The metal 1 layer:
(1 px per um)
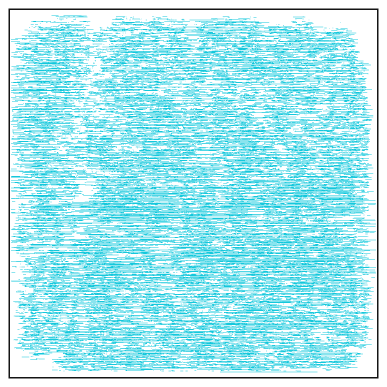
Zoomed window:
Region (263, 263) to (288, 288) um. Cells in gray, sequential cells in the stronger gray; small squares are vias.
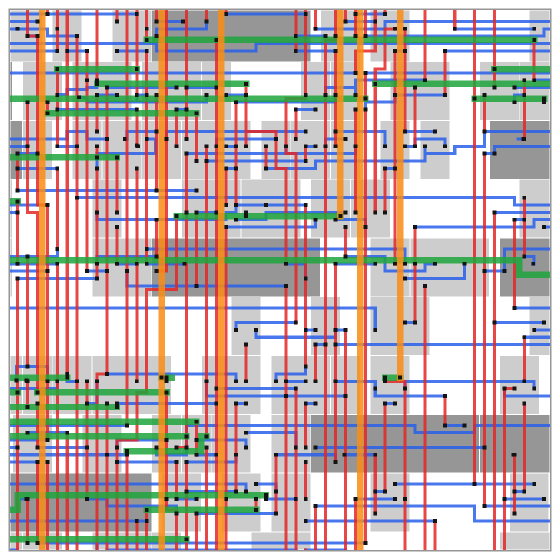
Sequential cells colored by netlist name:
(1 px per um) Other cells in gray.
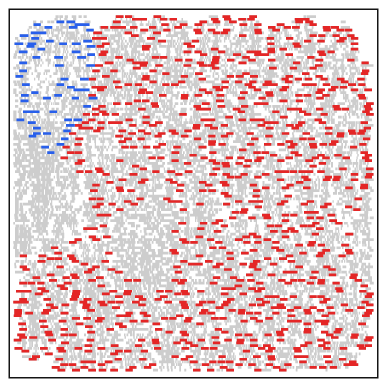
## config.mk

```make
export PLATFORM = sky130hd
export DESIGN_NAME = wb_regfile
export DESIGN_NICKNAME = d
export VERILOG_FILES = /design/src/rtl/wb_regfile.sv
export SDC_FILE = /design/constraint.sdc
export NUM_CORES = 2
export LEC_CHECK = 0
export ABC_AREA = 1
export CORE_MARGIN = 3
export CORE_UTILIZATION = 45
export CTS_CLUSTER_SIZE = 16
export DETAILED_ROUTE_END_ITERATION = 10
export MAX_ROUTING_LAYER = met4
export SYNTH_ARGS = -nofsm -noshare
export SYNTH_HDL_FRONTEND = slang
export SYNTH_SLANG_ARGS = --single-unit
```

## constraint.sdc

```tcl
create_clock -name clk -period 2 [get_ports clk]
set_clock_uncertainty 0.15 [all_clocks]
set_input_delay 0.2 -clock clk [delete_from_list [all_inputs] [get_ports clk]]
set_output_delay 0.2 -clock clk [all_outputs]
set_load 0.005 [all_outputs]
```

## src/rtl/wb_regfile.sv

```systemverilog
// wb_regfile: RV32 writeback mux, 32x32 register file with write-through bypass, retired-instruction counter
module wb_regfile #(
  parameter int datawidth = 32,
  parameter int regindex  = 5
) (
  input  logic                 clk,
  input  logic                 rst,
  input  logic                 wb_valid,
  input  logic [datawidth-1:0] DataMEM_in,
  input  logic [datawidth-1:0] DataALU_in,
  input  logic [31:0]          MEM_WB_PC_in,
  input  logic [regindex-1:0]  regdindex_in,
  input  logic [1:0]           WBsel_in,
  input  logic                 Regwrite_in,
  input  logic [regindex-1:0]  rs1_index,
  input  logic [regindex-1:0]  rs2_index,
  output logic [datawidth-1:0] rs1_data,
  output logic [datawidth-1:0] rs2_data,
  output logic [datawidth-1:0] wb_data,
  output logic                 wb_we,
  output logic [63:0]          instret
);
  localparam int nregs = 2 ** regindex;
  logic [datawidth-1:0] regs_q [nregs];
  logic [datawidth-1:0] regs_d [nregs];
  logic [63:0]          instret_q, instret_d;
  logic [31:0]          pc4;
  always_comb begin
    pc4      = MEM_WB_PC_in + 32'd4;
    wb_data  = WBsel_in == 2'b01 ? DataMEM_in : WBsel_in == 2'b10 ? datawidth'(pc4) : DataALU_in;
    wb_we    = wb_valid & Regwrite_in & (regdindex_in != '0) & ~rst;
    rs1_data = rs1_index == '0 ? '0 : (wb_we && rs1_index == regdindex_in) ? wb_data : regs_q[rs1_index];
    rs2_data = rs2_index == '0 ? '0 : (wb_we && rs2_index == regdindex_in) ? wb_data : regs_q[rs2_index];
    regs_d   = regs_q;
    if (wb_we) regs_d[regdindex_in] = wb_data;
    regs_d[0] = '0;
    instret_d = instret_q + {63'd0, wb_valid};
    instret   = instret_q;
  end
  always_ff @(posedge clk) begin
    if (rst) begin
      regs_q    <= '{default: '0};
      instret_q <= '0;
    end else begin
      regs_q    <= regs_d;
      instret_q <= instret_d;
    end
  end
endmodule
```

==> results.json <==
{
  "worstSetupEndpointType": "output pin",
  "area_dominant_class": "logic gates",
  "period_needed_ns": 2.48,
  "track_usage_pct": 40.8,
  "pwr-share-clk_pct": 43.8,
  "hold_buffers": 2,
  "boundaryPins": 278,
  "cts_resized": 1680,
  "nFillCells": 11729,
  "overflow": 0,
  "status": "finished, violations left",
  "syn-instance-count": 9283,
  "worst_ep_required_time_ns": 1.65,
  "swShare_pct": 29.3,
  "synth.logic.top_family": "simple AND/OR/NAND/NOR gates",
  "clk_pin_slew_worst_paths_ns": 0.07,
  "violations": "negative setup slack",
  "cp_max_fo": 2,
  "dr.max_layer_used": "met4",
  "cts_root_buffer": "clkbuf_16",
  "met1Wirelength_um": 112000,
  "post_dp_cell_area_um2": 70900,
  "setup_viol_count_final": 76,
  "top_usage_layer": "met2",
  "met2_wirelength_um": 120000,
  "grt.met3_usage_pct": 11.1,
  "critPathKind": "reg -> out",
  "dp.final_hpwl_um": 186000,
  "setup_slack_ns": -0.482,
  "grt_pass1_wl_um": 413000,
  "fmaxAchievable_ghz": 0.403,
  "startpoint": "regs_q[561]",
  "holdPathEnd": "regs_q[804]",
  "fa_ha_area_share_pct": 0.0854,
  "finalMaxSlewViolations": 0
}
Back to the opening pictures, 'the metal 1 layer':
share of all routed wire: 39%
main direction: horizontal

Back to the opening pictures, 'zoomed window':
legend:
  metal 3:
    color: green
  metal 1:
    color: blue
  metal 2:
    color: red
  metal 4:
    color: orange
most frequent: nand3_1 (16), nand2_1 (15)
netlist names of flops here include: `regs_q` (4)
sequential cells in the window: 4
cells with their middle in the window: 61

Back to the opening pictures, 'sequential cells colored by netlist name':
legend:
  `regs_q`:
    color: red
    sequential_cells: 992
    where: spread over the die
  `instret`:
    color: blue
    sequential_cells: 64
    where: north-west

## worst max-delay path, cell delays in order (launching register included)
cell and delay (ns):
dfxtp_2 0.32, inv_2 0.04, buf_6 0.11, o21ai_4 0.13, nand3_2 0.12, nand3_2 0.10, nand3_2 0.09, nand3_4 0.16
nand2_4 0.07, inv_6 0.09, buf_6 0.10
## placed cells by master, fill, tap and decap left out, types with 132 or more instances in the layout
cell type,synthesis,routed
nand3_2,0,316
inv_2,18,153
dfxtp_2,0,336
nand2_2,5,132
nand3_1,1637,1254
nand2_1,2030,1841
o21ai_0,1152,967
a21oi_1,1133,1052
buf_4,7,766
dfxtp_1,1056,697
inv_1,694,519
o21ai_1,83,229
nor2_1,272,196
buf_12,0,250
Power and IR drop assume default switching activity.
